`src/rtl/fsm_pkg.sv`:
```
// Shared definitions for the jump/branch control-flow FSM: state encoding,
// branch funct3 codes, opdecoder bit indices and the registered control word.
package fsm_pkg;

  typedef enum logic [2:0] {
    S_IDLE    = 3'd0,
    S_DECODE  = 3'd1,
    S_EXEC_J  = 3'd2,
    S_EXEC_B  = 3'd3,
    S_RESOLVE = 3'd4,
    S_WB_J    = 3'd5,
    S_WB_B    = 3'd6,
    S_TRAP    = 3'd7
  } state_t;

  localparam logic [2:0] F3_BEQ  = 3'b000;
  localparam logic [2:0] F3_BNE  = 3'b001;
  localparam logic [2:0] F3_BLT  = 3'b100;
  localparam logic [2:0] F3_BGE  = 3'b101;
  localparam logic [2:0] F3_BLTU = 3'b110;
  localparam logic [2:0] F3_BGEU = 3'b111;

  localparam int CODE_BRANCH = 24;
  localparam int CODE_JALR   = 25;

  // Every registered DataFlow control, kept together so reset and the
  // next-state decode treat them as one word.
  typedef struct packed {
    logic sel_pc_next;
    logic sel_pc_alu;
    logic load_pc;
    logic sub_sra;
    logic load_regfile;
    logic load_rs1;
    logic load_rs2;
    logic load_alu;
    logic load_imm;
    logic sel_alu_a;
    logic sel_alu_b;
    logic load_pc_alu;
    logic load_flags;
    logic clr_lsb;
    logic link_step2;
    logic done;
    logic trap_misaligned;
    logic trap_illegal;
  } ctrl_t;

endpackage

```
`src/rtl/fsm_ctrl_flow_branch_cond.sv`:
```
// Combinational branch condition: funct3 plus ALU flags give the taken
// decision and whether the funct3 is an undefined branch encoding.
module branch_cond
  import fsm_pkg::*;
(
  input  logic [2:0] funct3,
  input  logic       is_branch,
  input  logic       lu,
  input  logic       ls,
  input  logic       eq,
  output logic       taken,
  output logic       illegal
);

  always_comb begin
    // NOTE: a default before the case keeps every path assigned, so no latch.
    taken = 1'b0;
    unique case (funct3)
      F3_BEQ:  taken = eq;
      F3_BNE:  taken = ~eq;
      F3_BLT:  taken = ls;
      F3_BGE:  taken = ~ls;
      F3_BLTU: taken = lu;
      F3_BGEU: taken = ~lu;
      default: taken = 1'b0;
    endcase
  end

  assign illegal = is_branch & ((funct3 == 3'b010) | (funct3 == 3'b011));

endmodule

```
`src/rtl/fsm_ctrl_flow.sv`:
```
// Control-flow FSM sequencing JAL, JALR and B-type branches through the
// binary-ALU DataFlow, with start/busy/done handshake and trap resolution.
module fsm_ctrl_flow
  import fsm_pkg::*;
#(
  parameter int                      IALIGN      = 32,
  parameter int                      SEL_RD_W    = 2,
  parameter logic [SEL_RD_W-1:0]     SEL_RD_LINK = 2'b11
) (
  input  logic                clk,
  input  logic                rst,
  input  logic [31:0]         ins,
  input  logic [31:0]         code,
  input  logic                ins_c,
  input  logic                start,
  input  logic                lu,
  input  logic                ls,
  input  logic                eq,
  input  logic [1:0]          tgt_lsb,
  output logic [2:0]          func3,
  output logic [SEL_RD_W-1:0] sel_rd,
  output logic                load_data_memory,
  output logic                write_mem,
  output logic                sel_pc_next,
  output logic                sel_pc_alu,
  output logic                load_pc,
  output logic                sub_sra,
  output logic                load_regfile,
  output logic                load_rs1,
  output logic                load_rs2,
  output logic                load_alu,
  output logic                load_imm,
  output logic                sel_alu_a,
  output logic                sel_alu_b,
  output logic                load_pc_alu,
  output logic                load_flags,
  output logic                clr_lsb,
  output logic                link_step2,
  output logic                busy,
  output logic                done,
  output logic                trap_misaligned,
  output logic                trap_illegal
);

  localparam bit ALIGN16 = (IALIGN == 16);

  state_t state, state_next;
  ctrl_t  ctrl_q, ctrl_next;
  logic   taken_q, taken_next;

  logic   is_branch, is_jalr;
  logic   taken_raw, illegal_f3;
  logic   illegal, misaligned, trap_mis;
  logic   unused_bits;

  assign is_branch = code[CODE_BRANCH];
  assign is_jalr   = code[CODE_JALR];

  branch_cond u_branch_cond (
    .funct3    (ins[14:12]),
    .is_branch (is_branch),
    .lu        (lu),
    .ls        (ls),
    .eq        (eq),
    .taken     (taken_raw),
    .illegal   (illegal_f3)
  );

  // Compressed instructions are only legal when the core supports 16-bit
  // alignment; with 16-bit alignment no target can be misaligned.
  assign illegal    = illegal_f3 | (ins_c & ~ALIGN16);
  assign misaligned = ~ALIGN16 & (tgt_lsb[1] | (tgt_lsb[0] & ~is_jalr));
  assign trap_mis   = (~is_branch | taken_raw) & misaligned;

  always_comb begin
    // NOTE: combinational logic uses blocking '=', state registers use '<='.
    state_next = state;
    taken_next = taken_q;
    unique case (state)
      S_IDLE:    if (start) state_next = S_DECODE;
      S_DECODE:  state_next = is_branch ? S_EXEC_B : S_EXEC_J;
      S_EXEC_J,
      S_EXEC_B:  state_next = S_RESOLVE;
      S_RESOLVE: begin
        taken_next = taken_raw;
        if (illegal || trap_mis) state_next = S_TRAP;
        else                     state_next = is_branch ? S_WB_B : S_WB_J;
      end
      default:   state_next = S_IDLE;
    endcase
  end

  // Outputs are decoded from the upcoming state so the registered value is
  // aligned with the state it belongs to.
  always_comb begin
    ctrl_next = '0;
    unique case (state_next)
      S_DECODE: begin
        ctrl_next.load_rs1 = 1'b1;
        ctrl_next.load_rs2 = 1'b1;
        ctrl_next.load_imm = 1'b1;
      end
      S_EXEC_J: begin
        ctrl_next.sel_alu_a   = ~is_jalr;
        ctrl_next.sel_alu_b   = 1'b1;
        ctrl_next.load_alu    = 1'b1;
        ctrl_next.load_pc_alu = 1'b1;
        ctrl_next.clr_lsb     = is_jalr;
      end
      S_EXEC_B: begin
        ctrl_next.sub_sra    = 1'b1;
        ctrl_next.load_flags = 1'b1;
      end
      S_WB_J: begin
        ctrl_next.load_regfile = 1'b1;
        ctrl_next.sel_pc_next  = 1'b1;
        ctrl_next.load_pc      = 1'b1;
        ctrl_next.done         = 1'b1;
      end
      S_WB_B: begin
        ctrl_next.load_pc    = 1'b1;
        ctrl_next.sel_pc_alu = taken_next;
        ctrl_next.done       = 1'b1;
      end
      S_TRAP: begin
        ctrl_next.done            = 1'b1;
        ctrl_next.trap_illegal    = illegal;
        ctrl_next.trap_misaligned = ~illegal;
      end
      default: ;
    endcase
    ctrl_next.link_step2 = ins_c & ALIGN16 & (state_next != S_IDLE);
  end

  always_ff @(posedge clk or posedge rst) begin
    if (rst) begin
      state   <= S_IDLE;
      ctrl_q  <= '0;
      taken_q <= 1'b0;
    end else begin
      state   <= state_next;
      ctrl_q  <= ctrl_next;
      taken_q <= taken_next;
    end
  end

  assign busy             = (state != S_IDLE);
  assign func3            = 3'b000;
  assign sel_rd           = SEL_RD_LINK;
  assign load_data_memory = 1'b0;
  assign write_mem        = 1'b0;

  assign sel_pc_next     = ctrl_q.sel_pc_next;
  assign sel_pc_alu      = ctrl_q.sel_pc_alu;
  assign load_pc         = ctrl_q.load_pc;
  assign sub_sra         = ctrl_q.sub_sra;
  assign load_regfile    = ctrl_q.load_regfile;
  assign load_rs1        = ctrl_q.load_rs1;
  assign load_rs2        = ctrl_q.load_rs2;
  assign load_alu        = ctrl_q.load_alu;
  assign load_imm        = ctrl_q.load_imm;
  assign sel_alu_a       = ctrl_q.sel_alu_a;
  assign sel_alu_b       = ctrl_q.sel_alu_b;
  assign load_pc_alu     = ctrl_q.load_pc_alu;
  assign load_flags      = ctrl_q.load_flags;
  assign clr_lsb         = ctrl_q.clr_lsb;
  assign link_step2      = ctrl_q.link_step2;
  assign done            = ctrl_q.done;
  assign trap_misaligned = ctrl_q.trap_misaligned;
  assign trap_illegal    = ctrl_q.trap_illegal;

  // Only funct3 and the two opdecoder bits steer this FSM.
  assign unused_bits = ^{ins[31:15], ins[11:0], code[31:26], code[23:0]};

endmodule

```
`config.mk`:
```
export PLATFORM = sky130hd
export DESIGN_NAME = fsm_ctrl_flow
export DESIGN_NICKNAME = d
export VERILOG_FILES = /design/src/rtl/fsm_pkg.sv /design/src/rtl/fsm_ctrl_flow_branch_cond.sv /design/src/rtl/fsm_ctrl_flow.sv
export SDC_FILE = /design/constraint.sdc
export NUM_CORES = 1
export LEC_CHECK = 0
export CAP_MARGIN = 20
export CORE_AREA = 5 5 61 63
export DETAILED_ROUTE_END_ITERATION = 7
export DIE_AREA = 0 0 66 68
export PLACE_DENSITY_LB_ADDON = 0.08
export SKIP_LAST_GASP = 1
export SYNTH_ARGS = -nofsm -noshare
export SYNTH_HDL_FRONTEND = slang
export SYNTH_SLANG_ARGS = --single-unit
export TNS_END_PERCENT = 50
```
`constraint.sdc`:
```
create_clock -name clk -period 1.4 [get_ports clk]
set_input_delay 0.28 -clock clk [delete_from_list [all_inputs] [get_ports clk]]
set_output_delay 0.28 -clock clk [all_outputs]
set_load 0.03 [all_outputs]
```
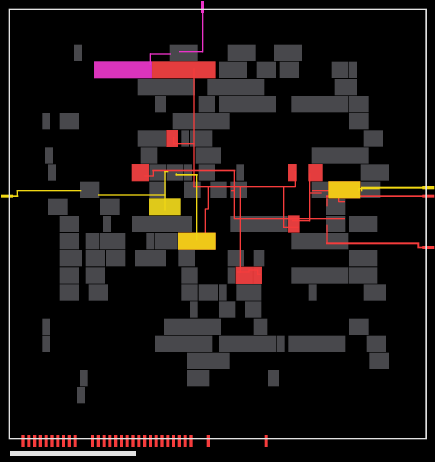
**Above:** nets reached from selected ports.
Bar = 20 um.
Key: yellow = tgt_lsb [bits 2, direction input, edge 1 right, 1 left, end cells 3, buffers 3, wire 56.5 um]; magenta = sel_pc_alu [bits 1, direction output, edge top, end cells 1, buffers 1, wire 14.9 um]; red = code [bits 32, direction input, edge 30 bottom, 2 right, end cells 10, buffers 4, wire 173 um]

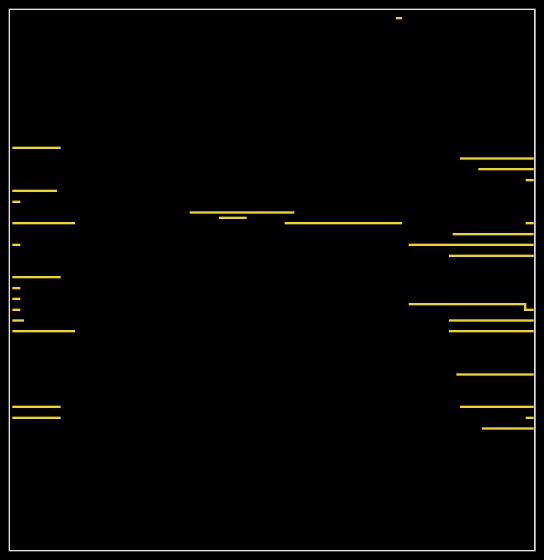
**Above:** signal wires on met3.
The wires run mostly horizontal. The layer carries 194 um of wire.

==> impl_metrics.ini <==
; implementation run metrics
[route]
drc = 0
wl_per_cell_um = 11.4
route.antenna.remaining_nets = 0
dr.pass1.iters = 4

[floorplan]
fp.dieH_um = 68
floorplan.core_util_pct = 23.7
chip_area_mm2 = 0.00449

[layout]
largest_register_ffs = 3
final_area_mm2 = 0.00122
layout-drive-gt1-share_pct = 27.9
antenna_cells = 0
final_layout_fill_cell_count = 345

[global_route]
grt_first_pass_wirelength_mm = 2.87
maximum_number_of_pins_on_one_net_before_global_route_repair = 15

[clocking]
clock_sinks = 14
cts-root-buf = clkbuf_4
h-tree-depth = 1
cts_hold_buffers = 0

[synthesis]
synth_cell_type_count = 25
ys.flop_type = dfrtp_1
synth.area.top_cells = dfrtp_1 (47%), buf_4 (14%), o311ai_4 (3.5%)
ys_cells = 70
ys_area_um2 = 753
synthDominantAreaCellType = dfrtp_1
avgSynthCellArea_um2 = 10.8
synth-edff-count = 0
syn_area_um2 = 753

[critical_path]
cpLargestDelayFamily = buffers and inverters
critical-path-slowest-cell = clkdlybuf4s50_1
timing.critical_path.required_ns = 1.12
worst_path_largest_cell_delay_ns = 0.66
path_cells = clkdlybuf4s50_1
critical_path.endpoint_type = output port
crit_buf_inv = 1

[timing]
rsz0062_at_grt = true
final_critical_path_setup_slack_ns = -0.147
timing.final.setup_violations = 3

[outcome]
violations = negative setup slack
status = finished with violations

[power]
power_leakage_nw = 0.742
power.share.clock_pct = 11.8

[place]
placement.cell_area_mm2 = 0.00113
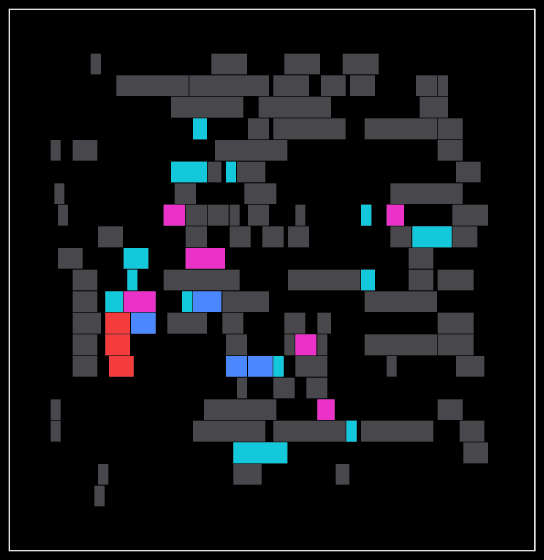
**Above:** gate-type map.
Key: cyan = nor cells [cells 13]; blue = non-inverting ao/oa cells [cells 4]; magenta = and/or cells [cells 6, where middle]; red = xor and xnor cells [cells 3]

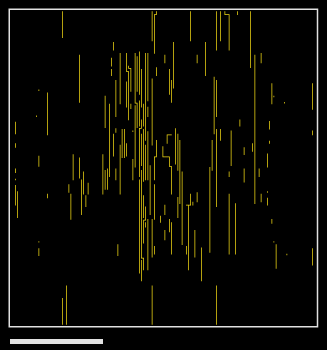
**Above:** metal 2.
Bar = 20 um.
117 nets have wire on it. The layer holds 49% of the routed length.
M2 GR Usage: 14.9%
total via count after detailed routing: 626
Detailed Route WL: 1.79 mm

cells by family (layout without fill, tap and decap cells):
logic type | count (synthesis) | count (layout) | share of synthesized area [%]
compound gates | 9 | 9 | 12.8
xor+xnor | 3 | 3 | 3.49
buf+inv | 17 | 52 | 15.4
flops | 14 | 14 | 46.5
mux | 1 | 1 | 1.33
other cells | 2 | 8 | 0.997
simple gates | 24 | 24 | 19.4
cell type report:
cell class | instances | area, um^2 | share of cell area [%]
Clock buffer | 3 | 22.5 | 1.85
Inverter | 3 | 11.3 | 0.923
Multi-Input combinational cell | 45 | 355 | 29.1
Sequential cell | 14 | 350 | 28.7
Tap cell | 46 | 57.6 | 4.72
Timing Repair Buffer | 46 | 423 | 34.7
final timing paths:
kind	startpoint	endpoint	slack, ns	cells after the start
hold / removal	rst	state[1]	0.30	3
hold reg to reg	state[2]	load_imm	0.53	2
setup / recovery	done	done	-0.15	1
min in group clk	ins_c	trap_misaligned	0.45	3
setup reg to reg	state[1]	trap_misaligned	-0.05	5
max in group asynchronous	rst	load_regfile	0.93	3
repair_timing:
item | in CTS | in global routing
endpoints found under the setup margin | 24 | 16
pin swaps | 7 | 0
resized | 36 | 8
setup buffers | 4 | 0
power by group through the flow:
stage | logic (W) | clock network [W] | registers, W
floorplan | 0.000500 | 0 | 0.000718
global placement | 0.00105 | 0 | 0.000558
detailed placement | 0.00105 | 0 | 0.000561
CTS | 0.00109 | 0.000231 | 0.000553
global route | 0.00117 | 0.000243 | 0.000563
finish | 0.00108 | 0.000218 | 0.000548
stage by stage:
| stage | hold slack, ns | total power [W] |
|---|---|---|
| CTS | 0.298 | 0.00187 |
| global route | 0.320 | 0.00197 |
| finish | 0.300 | 0.00185 |
| global placement | 0.525 | 0.00161 |
| floorplan | 0.169 | 0.00122 |
| detailed placement | 0.531 | 0.00161 |
Power figures rest on the tool's default switching activity, not on a simulated workload.
